File: src/rtl/jesd_8b10b_enc_ctrl_pkg.sv
`default_nettype none
// ============================================================================
//  Module   : jesd_8b10b_enc_ctrl_pkg
//  Brief    : Shared constants, symbol record and popcount helper for the
//             8b/10b encode ROM sequencer.
//  Revision : 1.0 - initial release
// ============================================================================
package jesd_8b10b_enc_ctrl_pkg;

    // Control character bytes (HGFEDCBA) used with s_k = 1
    localparam logic [7:0] c_k28_0 = 8'h1C;
    localparam logic [7:0] c_k28_1 = 8'h3C;
    localparam logic [7:0] c_k28_2 = 8'h5C;
    localparam logic [7:0] c_k28_3 = 8'h7C;
    localparam logic [7:0] c_k28_4 = 8'h9C;
    localparam logic [7:0] c_k28_5 = 8'hBC;
    localparam logic [7:0] c_k28_6 = 8'hDC;
    localparam logic [7:0] c_k28_7 = 8'hFC;
    localparam logic [7:0] c_k23_7 = 8'hF7;
    localparam logic [7:0] c_k27_7 = 8'hFB;
    localparam logic [7:0] c_k29_7 = 8'hFD;
    localparam logic [7:0] c_k30_7 = 8'hFE;

    localparam logic c_rd_minus = 1'b0;
    localparam logic c_rd_plus  = 1'b1;

    localparam logic [9:0] c_k28_5_rdm = 10'b0011111010;
    localparam logic [9:0] c_k28_5_rdp = 10'b1100000101;

    typedef struct packed {
        logic [9:0] data;
        logic       k_err;
        logic       disp_err;
    } sym_t;

    function automatic logic [3:0] popcount10(input logic [9:0] v);
        logic [3:0] n;
        n = 4'd0;
        for (int i = 0; i < 10; i++) begin
            n = n + {3'd0, v[i]};
        end
        return n;
    endfunction

endpackage
`default_nettype wire

File: src/rtl/jesd_8b10b_enc_ctrl_disp_classify.sv
`default_nettype none
// ============================================================================
//  Module   : jesd_8b10b_enc_ctrl_disp_classify
//  Brief    : Classifies a 10-bit codeword by its ones count (5 / 6 / 4).
//  Revision : 1.0 - initial release
// ============================================================================
module jesd_8b10b_enc_ctrl_disp_classify
    import jesd_8b10b_enc_ctrl_pkg::*;
(
    input  logic [9:0] data,
    output logic       neutral,
    output logic       plus2,
    output logic       minus2
);

    logic [3:0] w_ones;

    assign w_ones  = popcount10(data);
    assign neutral = (w_ones == 4'd5);
    assign plus2   = (w_ones == 4'd6);
    assign minus2  = (w_ones == 4'd4);

endmodule
`default_nettype wire

File: src/rtl/jesd_8b10b_enc_ctrl.sv
`default_nettype none
// ============================================================================
//  Module   : jesd_8b10b_enc_ctrl
//  Brief    : Drives the RD-/RD+ encode ROM pair, picks the codeword matching
//             the running disparity and buffers symbols for the serializer.
//  Revision : 1.0 - initial release
// ============================================================================
module jesd_8b10b_enc_ctrl
    import jesd_8b10b_enc_ctrl_pkg::*;
#(
    parameter int   OBUF_DEPTH = 2,
    parameter logic RD_RESET   = 1'b0
) (
    input  logic       clk,
    input  logic       rst,
    input  logic       s_valid,
    output logic       s_ready,
    input  logic [7:0] s_data,
    input  logic       s_k,
    output logic [7:0] rom_addr,
    output logic       rom_rd_en,
    output logic       rom_k,
    input  logic [9:0] rdm_data,
    input  logic       rdm_k_err,
    input  logic [9:0] rdp_data,
    input  logic       rdp_k_err,
    output logic       m_valid,
    input  logic       m_ready,
    output logic [9:0] m_data,
    output logic       m_k_err,
    output logic       m_disp_err,
    input  logic       rd_load,
    input  logic       rd_load_val,
    output logic       rd_state,
    output logic       idle
);

    logic       r_rd;
    logic       r_inflight;
    logic [1:0] r_cnt;
    sym_t       r_e0;
    sym_t       r_e1;

    logic       w_accept;
    logic       w_push;
    logic       w_pop;
    logic [2:0] w_occ;
    logic [9:0] w_sel_data;
    logic       w_sel_kerr;
    logic       w_neutral;
    logic       w_plus2;
    logic       w_minus2;
    logic       w_flip;
    sym_t       w_new;

    assign rom_addr  = s_data;
    assign rom_k     = s_k;
    assign rom_rd_en = w_accept;

    assign m_valid    = (r_cnt != 2'd0);
    assign m_data     = r_e0.data;
    assign m_k_err    = r_e0.k_err;
    assign m_disp_err = r_e0.disp_err;
    assign rd_state   = r_rd;
    assign idle       = !r_inflight && (r_cnt == 2'd0);

    assign w_pop  = m_valid && m_ready;
    assign w_push = r_inflight;

    // A head leaving this cycle frees its slot, giving one symbol per cycle
    assign w_occ    = 3'(r_inflight) + 3'(r_cnt) - 3'(w_pop);
    assign s_ready  = (w_occ < 3'(OBUF_DEPTH));
    assign w_accept = s_valid && s_ready;

    assign w_sel_data = r_rd ? rdp_data  : rdm_data;
    assign w_sel_kerr = r_rd ? rdp_k_err : rdm_k_err;

    jesd_8b10b_enc_ctrl_disp_classify u_classify (
        .data    (w_sel_data),
        .neutral (w_neutral),
        .plus2   (w_plus2),
        .minus2  (w_minus2)
    );

    always_comb begin
        w_new.data     = w_sel_data;
        w_new.k_err    = 1'b0;
        w_new.disp_err = 1'b0;
        w_flip         = 1'b0;
        if (w_sel_kerr) begin
            w_new.data  = 10'd0;
            w_new.k_err = 1'b1;
        end else if (w_neutral) begin
            w_flip = 1'b0;
        end else if (w_plus2 && (r_rd == c_rd_minus)) begin
            w_flip = 1'b1;
        end else if (w_minus2 && (r_rd == c_rd_plus)) begin
            w_flip = 1'b1;
        end else begin
            w_new.disp_err = 1'b1;
        end
    end

    always_ff @(posedge clk or posedge rst) begin
        if (rst) begin
            r_rd       <= RD_RESET;
            r_inflight <= 1'b0;
        end else begin
            r_inflight <= w_accept;
            if (w_push && w_flip) begin
                r_rd <= ~r_rd;
            end else if (rd_load && idle && !w_accept) begin
                r_rd <= rd_load_val;
            end
        end
    end

    always_ff @(posedge clk or posedge rst) begin
        if (rst) begin
            r_cnt <= 2'd0;
            r_e0  <= '0;
            r_e1  <= '0;
        end else begin
            case ({w_push, w_pop})
                2'b10: begin
                    if (r_cnt == 2'd0) begin
                        r_e0 <= w_new;
                    end else begin
                        r_e1 <= w_new;
                    end
                    r_cnt <= r_cnt + 2'd1;
                end
                2'b01: begin
                    r_e0  <= r_e1;
                    r_cnt <= r_cnt - 2'd1;
                end
                2'b11: begin
                    if (r_cnt == 2'd1) begin
                        r_e0 <= w_new;
                    end else begin
                        r_e0 <= r_e1;
                        r_e1 <= w_new;
                    end
                end
                default: begin
                    r_cnt <= r_cnt;
                end
            endcase
        end
    end

`ifndef SYNTHESIS
    always_ff @(posedge clk) begin
        if (!rst) begin
            assert (!(w_push && !w_pop && (r_cnt == 2'd2)));
        end
    end
`endif

endmodule
`default_nettype wire
File: config.mk
export PLATFORM = sky130hd
export DESIGN_NAME = jesd_8b10b_enc_ctrl
export DESIGN_NICKNAME = d
export VERILOG_FILES = /design/src/rtl/jesd_8b10b_enc_ctrl_pkg.sv /design/src/rtl/jesd_8b10b_enc_ctrl_disp_classify.sv /design/src/rtl/jesd_8b10b_enc_ctrl.sv
export SDC_FILE = /design/constraint.sdc
export NUM_CORES = 1
export LEC_CHECK = 0
export ABC_AREA = 0
export CORE_MARGIN = 5
export CORE_UTILIZATION = 50
export DETAILED_ROUTE_END_ITERATION = 12
export GPL_TIMING_DRIVEN = 0
export PLACE_DENSITY_LB_ADDON = 0.05
export SETUP_SLACK_MARGIN = 0.5
export SYNTH_ARGS = -nofsm -noshare
export SYNTH_HDL_FRONTEND = slang
export SYNTH_HIERARCHICAL = 1
export SYNTH_SLANG_ARGS = --single-unit
File: constraint.sdc
create_clock -name clk -period 10.3 [get_ports clk]
set_clock_uncertainty 0.2 [all_clocks]
set_input_delay 2.06 -clock clk [delete_from_list [all_inputs] [get_ports clk]]
set_output_delay 2.06 -clock clk [all_outputs]
set_load 0.02 [all_outputs]
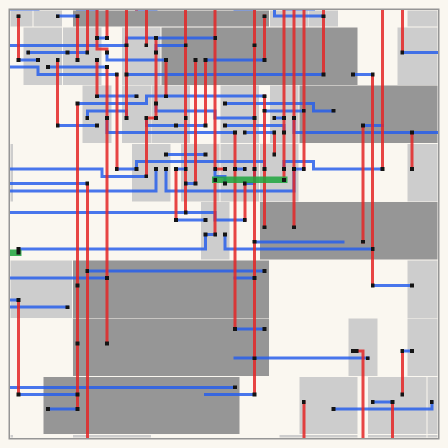
run_1/closeup.png
Window x 44 to 64, y 8 to 28 um. Cells in gray, sequential cells in the stronger gray; small squares are vias.
red -> M2
blue -> M1
green -> M3
netlist names of flops here include = m_data (4)
cells with their middle in the window = 24
most frequent = dfrtp_1 (6), a21oi_1 (5)
sequential cells in the window = 6

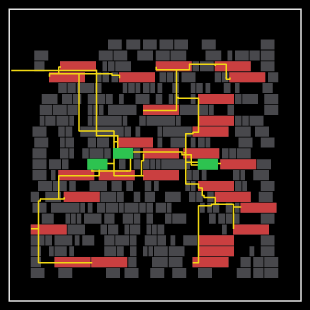
run_1/clock_wires.png
(4 px per um)
green -> clock-net drivers  # count 3
red -> flip-flops  # count 28
yellow -> clock wires  # length 347 um
routed clock nets = 4
clock insertion delay at the later pin of the skew report: 0.28 ns
power in the clock group: 87.6 uW
Clock power frac: 9.2%

==> impl_metrics.xml, run 1 <==
<?xml version="1.0" encoding="UTF-8"?>
<metrics>
  <group name="worst_setup_path">
    <metric name="cp-start-kind" unit="">primary input</metric>
    <metric name="critical_path.endpoint" unit="">rom_rd_en</metric>
    <metric name="critical_path_class" unit="">primary input to primary output</metric>
    <metric name="critPathRequiredTime" unit="ns">8.04</metric>
    <metric name="worst_r2r_path_depth" unit="">16</metric>
    <metric name="critical_path.slowest_cell" unit="">sky130_fd_sc_hd__clkdlybuf4s50_1</metric>
    <metric name="worstSetupPathDepth" unit="">8</metric>
    <metric name="cp_cell_sequence" unit="">clkdlybuf4s50_1 -&gt; nand2_2 -&gt; nor2_1 -&gt; o21ai_0 -&gt; fa_1 -&gt; xnor2_1 -&gt; and3_4 -&gt; clkdlybuf4s50_1</metric>
    <metric name="rr_endpoint" unit="">r_e1[0]</metric>
    <metric name="cp_data_arrival_time" unit="ns">4.44</metric>
  </group>
  <group name="synth">
    <metric name="synth.largest_area_cell" unit="">sky130_fd_sc_hd__dfrtp_1</metric>
    <metric name="synth.cellmix.adderShare" unit="%">11.0</metric>
    <metric name="ys.warnings.count" unit="">6</metric>
    <metric name="basic_gates_by_area" unit="%">19.4</metric>
    <metric name="yosys_cells" unit="">223</metric>
    <metric name="synth_dominant_cell_count" unit="">sky130_fd_sc_hd__dfrtp_1</metric>
    <metric name="synthesis.area" unit="um^2">1960</metric>
    <metric name="synth_area_per_cell" unit="um^2">8.78</metric>
    <metric name="compound_area_share" unit="%">14.7</metric>
    <metric name="yosys.stat.chipArea" unit="um^2">1960</metric>
    <metric name="xor_xnor_portion_of_the_synthesized_cell_area" unit="%">1.34</metric>
    <metric name="yosys.stat.seqShare" unit="%">35.8</metric>
  </group>
  <group name="power_and_ir_drop">
    <metric name="p_sw_share" unit="%">46.0</metric>
    <metric name="finalPower" unit="uW">950</metric>
    <metric name="p_sw" unit="uW">437</metric>
    <metric name="power_density" unit="nW/um^2">363</metric>
    <metric name="p_seq" unit="uW">196</metric>
    <metric name="power_combinational" unit="uW">667</metric>
  </group>
  <group name="finish">
    <metric name="final_net_count" unit="">331</metric>
    <metric name="final_cells" unit="">328</metric>
    <metric name="share_of_the_core_filled_with_cells" unit="%">70.5</metric>
    <metric name="final_design_area_no_fill" unit="um^2">2620</metric>
    <metric name="layout-drive-gt1-share" unit="%">14.3</metric>
    <metric name="final_layout_top_logic_cells" unit="">53 x sky130_fd_sc_hd__clkdlybuf4s50_1, 28 x sky130_fd_sc_hd__dfrtp_1, 25 x sky130_fd_sc_hd__nand2_1, 23 x sky130_fd_sc_hd__a21oi_1</metric>
    <metric name="antenna_cells" unit="">0</metric>
    <metric name="filler_cell_count" unit="">313</metric>
  </group>
  <group name="flow_run">
    <metric name="log.warning_count" unit="">28</metric>
  </group>
  <group name="floorplan">
    <metric name="die_area" unit="um^2">5260</metric>
    <metric name="die.size.x" unit="um">72.6</metric>
    <metric name="placeableCoreArea" unit="um^2">3720</metric>
  </group>
  <group name="grt">
    <metric name="maximum_number_of_pins_on_one_net_before_global_route_repair" unit="">29</metric>
    <metric name="grt_first_pass_wirelength" unit="um">8140</metric>
  </group>
  <group name="timing">
    <metric name="period_used_share" unit="%">65.1</metric>
    <metric name="final.setup.worst_slack" unit="ns">3.60</metric>
    <metric name="headroom_to_the_max_slew_limit" unit="%">29.4</metric>
    <metric name="fmax" unit="GHz">0.149</metric>
    <metric name="drv_slew" unit="">0</metric>
    <metric name="rsz0062_at_grt" unit="">false</metric>
    <metric name="whs" unit="ns">0.291</metric>
  </group>
  <group name="drt">
    <metric name="finalWirelength" unit="um">4760</metric>
    <metric name="highest_layer" unit="">met4</metric>
    <metric name="ant_nets" unit="">0</metric>
    <metric name="drc" unit="">0</metric>
    <metric name="drt_first_iter_violations" unit="">95</metric>
    <metric name="via_count" unit="">1727</metric>
  </group>
  <group name="clock_network">
    <metric name="cts_buffers" unit="">3</metric>
    <metric name="cts.hold.buffers_added" unit="">0</metric>
    <metric name="numClockSinks" unit="">28</metric>
    <metric name="number_of_gates_resized_after_cts" unit="">0</metric>
    <metric name="tritoncts" unit="">yes</metric>
    <metric name="cts_root_buffer" unit="">sky130_fd_sc_hd__clkbuf_8</metric>
  </group>
  <group name="placed_design">
    <metric name="dpl_worst_slack" unit="ns">3.57</metric>
    <metric name="postPlaceCellArea" unit="um^2">2550</metric>
  </group>
  <group name="hold_path">
    <metric name="hold_path_startpoint" unit="">r_e1[1]</metric>
    <metric name="hold_end" unit="">r_e1[1]</metric>
  </group>
  <group name="status">
    <metric name="outcome" unit="">finished clean</metric>
  </group>
</metrics>
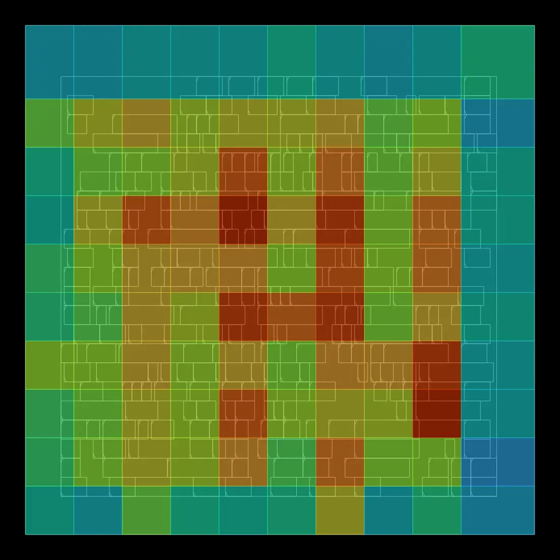
run_1/congestion_map.png
met3 usage in global routing: 4.57%
average wire per standard cell: 14.5 um
met1 capacity usage during global routing: 25.4%
total global routing track utilization: 19.3%

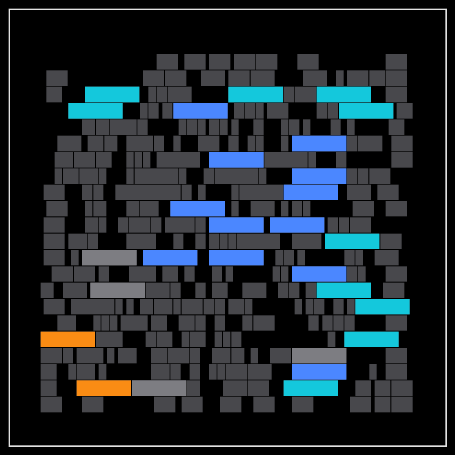
run_1/ff_map.png
(6 px per um) Other sequential cells in the stronger gray, the rest of the logic in the fainter gray.
blue -> r_e1  # flops 12, where center
orange -> r_cnt  # flops 2
cyan -> m_data  # flops 10
not colored = 4

==> run 1: final cells by class <==
cell class | count | area, um^2 | share of cell area (%)
Timing Repair Buffer | 53 | 531 | 20.3
Clock buffer | 3 | 41.3 | 1.58
Clock inverter | 1 | 30.0 | 1.15
Buffer | 21 | 136 | 5.21
Multi-Input combinational cell | 156 | 1050 | 40.2
Inverter | 18 | 67.6 | 2.58
Tap cell | 48 | 60.1 | 2.29
Sequential cell | 28 | 701 | 26.8
==> run 1: sequential cells by signal, indices dropped and copies added (netlist names) <==
register / flops
r_e1: 12
m_data: 10
r_cnt: 2
m_disp_err: 1
m_k_err: 1
r_inflight: 1
rd_state: 1
==> inputs of run 2 (changes only) <==
- CORE_UTILIZATION: 50 -> 46
- clock period: 10.3 -> 6.6 ns (I/O delays scaled with it)
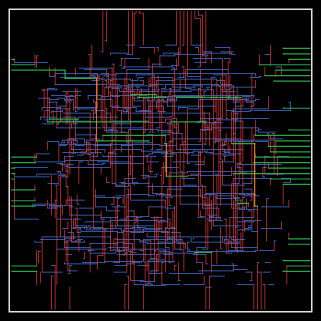
run_2/layers.png
(4 px per um)
blue -> M1  # wire length 2120 um
red -> M2  # wire length 2240 um
green -> M3  # wire length 409 um
orange -> M4  # wire length 39.4 um
total via count after detailed routing: 1772
average wire per standard cell: 14.6 um

==> run 2 against run 1 <==
Global-route usage decreased by 0.29 points. Final cell count up 0.61%. Sequential share of layout area is 0.14 points higher. Largest power group unchanged. Largest cell class unchanged.
==> impl_metrics.xml, run 2 <==
<?xml version="1.0" encoding="UTF-8"?>
<metrics>
  <group name="drt">
    <metric name="highest_layer" unit="">met4</metric>
    <metric name="drt_first_iter_violations" unit="">118</metric>
    <metric name="ant_nets" unit="">0</metric>
    <metric name="finalWirelength" unit="um">4810</metric>
    <metric name="drc" unit="">0</metric>
  </group>
  <group name="floorplan">
    <metric name="die.size.x" unit="um">75.2</metric>
    <metric name="placeableCoreArea" unit="um^2">4060</metric>
    <metric name="die_area" unit="um^2">5660</metric>
  </group>
  <group name="timing">
    <metric name="whs" unit="ns">0.291</metric>
    <metric name="fmax" unit="GHz">0.177</metric>
    <metric name="drv_slew" unit="">0</metric>
    <metric name="headroom_to_the_max_slew_limit" unit="%">25.3</metric>
    <metric name="period_used_share" unit="%">85.6</metric>
    <metric name="final.setup.worst_slack" unit="ns">0.951</metric>
  </group>
  <group name="worst_setup_path">
    <metric name="worstSetupPathDepth" unit="">15</metric>
    <metric name="cp_cell_sequence" unit="">clkdlybuf4s50_1 -&gt; mux2_2 -&gt; fa_1 -&gt; fa_1 -&gt; inv_1 -&gt; fa_1 -&gt; inv_1 -&gt; ha_1 -&gt; inv_1 -&gt; fa_1 -&gt; or3_1 -&gt; o31ai_1 -&gt; or3_1 -&gt; a21oi_1 -&gt; mux2_2</metric>
    <metric name="cp-start-kind" unit="">primary input</metric>
    <metric name="critical_path.endpoint" unit="">r_e1[0]</metric>
    <metric name="cp_data_arrival_time" unit="ns">5.62</metric>
    <metric name="rr_endpoint" unit="">r_e1[0]</metric>
    <metric name="critical_path.slowest_cell" unit="">sky130_fd_sc_hd__fa_1</metric>
    <metric name="critical_path_class" unit="">primary input to flip-flop</metric>
  </group>
  <group name="synth">
    <metric name="yosys_cells" unit="">223</metric>
    <metric name="ys.warnings.count" unit="">6</metric>
    <metric name="synth.largest_area_cell" unit="">sky130_fd_sc_hd__dfrtp_1</metric>
    <metric name="synth_dominant_cell_count" unit="">sky130_fd_sc_hd__dfrtp_1</metric>
    <metric name="yosys.stat.seqShare" unit="%">35.8</metric>
    <metric name="synth_area_per_cell" unit="um^2">8.78</metric>
    <metric name="synthesis.area" unit="um^2">1960</metric>
  </group>
  <group name="power_and_ir_drop">
    <metric name="power_density" unit="nW/um^2">560</metric>
    <metric name="power_combinational" unit="uW">1050</metric>
    <metric name="p_sw" unit="uW">682</metric>
    <metric name="p_sw_share" unit="%">46.7</metric>
    <metric name="power.share.clock" unit="%">7.6</metric>
    <metric name="clock_power" unit="uW">110</metric>
    <metric name="finalPower" unit="uW">1460</metric>
  </group>
  <group name="clock_network">
    <metric name="clock.latency.late_pin" unit="ns">0.28</metric>
    <metric name="cts.hold.buffers_added" unit="">0</metric>
    <metric name="tritoncts" unit="">yes</metric>
    <metric name="cts_root_buffer" unit="">sky130_fd_sc_hd__clkbuf_8</metric>
    <metric name="numClockSinks" unit="">28</metric>
  </group>
  <group name="grt">
    <metric name="maximum_number_of_pins_on_one_net_before_global_route_repair" unit="">29</metric>
    <metric name="grt_first_pass_wirelength" unit="um">8350</metric>
    <metric name="grt_util_met3" unit="%">3.87</metric>
  </group>
  <group name="placed_design">
    <metric name="gp_routability_congestion" unit="">0.880</metric>
    <metric name="postPlaceCellArea" unit="um^2">2550</metric>
    <metric name="dpl_worst_slack" unit="ns">0.667</metric>
  </group>
  <group name="finish">
    <metric name="layout-drive-gt1-share" unit="%">14.3</metric>
    <metric name="filler_cell_count" unit="">371</metric>
    <metric name="logic_area" unit="um^2">1050</metric>
    <metric name="largest_reg_flops" unit="">12</metric>
    <metric name="share_of_the_core_filled_with_cells" unit="%">64.2</metric>
    <metric name="register_area" unit="um^2">701</metric>
    <metric name="final_design_area_no_fill" unit="um^2">2610</metric>
    <metric name="final_net_count" unit="">331</metric>
    <metric name="largest_register" unit="">r_e1</metric>
  </group>
  <group name="status">
    <metric name="outcome" unit="">finished clean</metric>
  </group>
  <group name="hold_path">
    <metric name="hold_end" unit="">r_e1[3]</metric>
    <metric name="hold_path_startpoint" unit="">r_e1[3]</metric>
  </group>
</metrics>
run 2: cell counts after synthesis:
Identical to the previous run, type by type.
run 2: kinds of logic (layout without fill, tap and decap cells):
logic type / after synthesis / after routing / synth area share (%)
and+or+nand+nor: 76 / 76 / 19.4
AOI/OAI and AO/OA: 51 / 51 / 14.7
buffers and inverters: 39 / 96 / 10.4
DFF: 28 / 28 / 35.8
adders and majority gates: 13 / 13 / 11.0
muxes: 13 / 13 / 7.35
xor gates and xnor gates: 3 / 3 / 1.34
run 2: cell type report:
cell class,instances,area share (%)
buffer,21,5.24
clock buffer,4,2.11
inverter,18,2.59
multi-input combinational,156,40.4
sequential,28,26.9
tap,50,2.40
timing repair buffer,53,20.4
==> inputs of run 3 (changes only) <==
- ABC_CLOCK_PERIOD_IN_PS: not set -> 6600
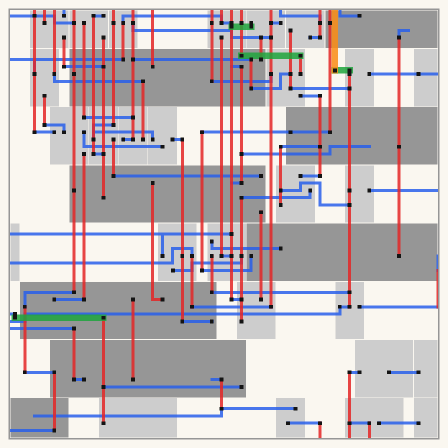
run_3/closeup.png
Window x 46 to 66, y 9 to 29 um. Cells in gray, sequential cells in the stronger gray; small squares are vias.
green -> M3
red -> M2
orange -> M4
blue -> M1
most frequent = dfrtp_1 (7), a21oi_1 (6), nand2_1 (5)
sequential cells in the window = 7
netlist names of flops here include = m_data (3), r_e1 (3)
cells with their middle in the window = 30

==> run 3 against run 2 <==
Setup slack unchanged. Synthesized cell count unchanged. Via count stayed put. Combinational power about the same. Register-to-register slack is essentially flat. Sequential power about the same. Wire length unchanged. Sequential share of layout area unchanged. Critical endpoint unchanged. Maximum frequency did not move. Global-route usage stayed put. Total power is the same. Final area unchanged.
==> impl_metrics.xml, run 3 <==
<?xml version="1.0" encoding="UTF-8"?>
<metrics>
  <group name="status">
    <metric name="outcome" unit="">finished clean</metric>
  </group>
  <group name="worst_setup_path">
    <metric name="cp_data_arrival_time" unit="ns">5.62</metric>
    <metric name="cp_cell_sequence" unit="">clkdlybuf4s50_1 -&gt; mux2_2 -&gt; fa_1 -&gt; fa_1 -&gt; inv_1 -&gt; fa_1 -&gt; inv_1 -&gt; ha_1 -&gt; inv_1 -&gt; fa_1 -&gt; or3_1 -&gt; o31ai_1 -&gt; or3_1 -&gt; a21oi_1 -&gt; mux2_2</metric>
    <metric name="critical_path.slowest_cell" unit="">sky130_fd_sc_hd__fa_1</metric>
    <metric name="worst_r2r_path_depth" unit="">16</metric>
    <metric name="critPathRequiredTime" unit="ns">6.57</metric>
    <metric name="critical_path_class" unit="">primary input to flip-flop</metric>
  </group>
  <group name="grt">
    <metric name="grt_use_total" unit="%">19.0</metric>
    <metric name="grt_first_pass_wirelength" unit="um">8350</metric>
    <metric name="grt_pass1_vias" unit="">1809</metric>
  </group>
  <group name="finish">
    <metric name="filler_cell_count" unit="">371</metric>
    <metric name="logic_area" unit="um^2">1050</metric>
    <metric name="layout-drive-gt1-share" unit="%">14.3</metric>
    <metric name="final_layout_top_logic_cells" unit="">53 x sky130_fd_sc_hd__clkdlybuf4s50_1, 28 x sky130_fd_sc_hd__dfrtp_1, 25 x sky130_fd_sc_hd__nand2_1, 23 x sky130_fd_sc_hd__a21oi_1</metric>
    <metric name="final_cells" unit="">330</metric>
    <metric name="layout_top_cell_excl_fill_tap" unit="">sky130_fd_sc_hd__clkdlybuf4s50_1</metric>
    <metric name="largest_register" unit="">r_e1</metric>
    <metric name="final_design_area_no_fill" unit="um^2">2610</metric>
    <metric name="final_net_count" unit="">331</metric>
    <metric name="share_of_the_core_filled_with_cells" unit="%">64.2</metric>
    <metric name="register_area" unit="um^2">701</metric>
  </group>
  <group name="power_and_ir_drop">
    <metric name="power_density" unit="nW/um^2">560</metric>
    <metric name="p_sw" unit="uW">682</metric>
    <metric name="power.share.clock" unit="%">7.6</metric>
    <metric name="clock_power" unit="uW">110</metric>
    <metric name="top_power_group" unit="">combinational logic</metric>
    <metric name="finalPower" unit="uW">1460</metric>
    <metric name="p_sw_share" unit="%">46.7</metric>
    <metric name="power_combinational" unit="uW">1050</metric>
  </group>
  <group name="synth">
    <metric name="yosys.stat.seqShare" unit="%">35.8</metric>
    <metric name="xor_xnor_portion_of_the_synthesized_cell_area" unit="%">1.34</metric>
    <metric name="postSynth.topFlopCell" unit="">sky130_fd_sc_hd__dfrtp_1</metric>
    <metric name="synth_area_per_cell" unit="um^2">8.78</metric>
    <metric name="synth_dominant_cell_count" unit="">sky130_fd_sc_hd__dfrtp_1</metric>
    <metric name="synth.cellmix.adderShare" unit="%">11.0</metric>
    <metric name="compound_area_share" unit="%">14.7</metric>
    <metric name="basic_gates_by_area" unit="%">19.4</metric>
    <metric name="yosys-mux-area-fraction" unit="%">7.35</metric>
    <metric name="main_logic_family_after_synthesis" unit="">simple AND/OR/NAND/NOR gates</metric>
    <metric name="yosys_cells" unit="">223</metric>
    <metric name="synth.largest_area_cell" unit="">sky130_fd_sc_hd__dfrtp_1</metric>
    <metric name="netlist_top_cells_area" unit="">sky130_fd_sc_hd__dfrtp_1 36%, sky130_fd_sc_hd__fa_1 7.2%, sky130_fd_sc_hd__mux2_2 6.3%</metric>
    <metric name="synthesis.area" unit="um^2">1960</metric>
    <metric name="yosys.stat.chipArea" unit="um^2">1960</metric>
  </group>
  <group name="timing">
    <metric name="drv_slew" unit="">0</metric>
    <metric name="rsz0062_at_grt" unit="">false</metric>
    <metric name="fmax" unit="GHz">0.177</metric>
    <metric name="final.setup.worst_slack" unit="ns">0.951</metric>
    <metric name="period_used_share" unit="%">85.6</metric>
    <metric name="whs" unit="ns">0.291</metric>
  </group>
  <group name="drt">
    <metric name="detail_route.wl_per_cell" unit="um">14.6</metric>
    <metric name="drc" unit="">0</metric>
    <metric name="drt_first_iter_violations" unit="">118</metric>
    <metric name="ant_nets" unit="">0</metric>
  </group>
  <group name="floorplan">
    <metric name="die.size.x" unit="um">75.2</metric>
    <metric name="die_area" unit="um^2">5660</metric>
    <metric name="placeableCoreArea" unit="um^2">4060</metric>
  </group>
  <group name="placed_design">
    <metric name="dpl_worst_slack" unit="ns">0.667</metric>
    <metric name="postPlaceCellArea" unit="um^2">2550</metric>
  </group>
  <group name="clock_network">
    <metric name="cts_buffers" unit="">3</metric>
    <metric name="cts.hold.buffers_added" unit="">0</metric>
    <metric name="numClockSinks" unit="">28</metric>
    <metric name="tritoncts" unit="">yes</metric>
    <metric name="clock.latency.late_pin" unit="ns">0.28</metric>
  </group>
  <group name="hold_path">
    <metric name="hold_path_startpoint" unit="">r_e1[3]</metric>
    <metric name="hold_end" unit="">r_e1[3]</metric>
  </group>
  <group name="flow_run">
    <metric name="log.warning_count" unit="">28</metric>
  </group>
</metrics>
## run 3: cell counts in the layout (fill, tap and decap cells not counted)
Identical to the previous run, type by type.
## run 3: metal layers
layer,share of wire (%),GRT usage [%]
met3,8.5,3.87
met1,44,26.0
met2,47,31.8
met5,0,0
met4,0.81,3.30
## run 3: layout make-up
class	count	share of cell area, %
repair buffers	53	20.4
clock buffers	4	2.11
inverters	18	2.59
well taps	50	2.40
multi-input cells	156	40.4
flip-flops and latches	28	26.9
plain buffers	21	5.24
## run 3: how the worst max path moves through the flow
stage,to,from,depth (start not counted)
after floorplan,r_e1[0],rdp_data[0],14
after global placement,r_e1[0],rdp_data[0],15
after detailed placement,r_e1[0],rdp_data[0],15
after CTS,r_e1[0],rdp_data[0],15
after global routing,r_e1[0],rdp_data[0],15
final,r_e1[0],rdp_data[0],15
Power and IR drop assume default switching activity.
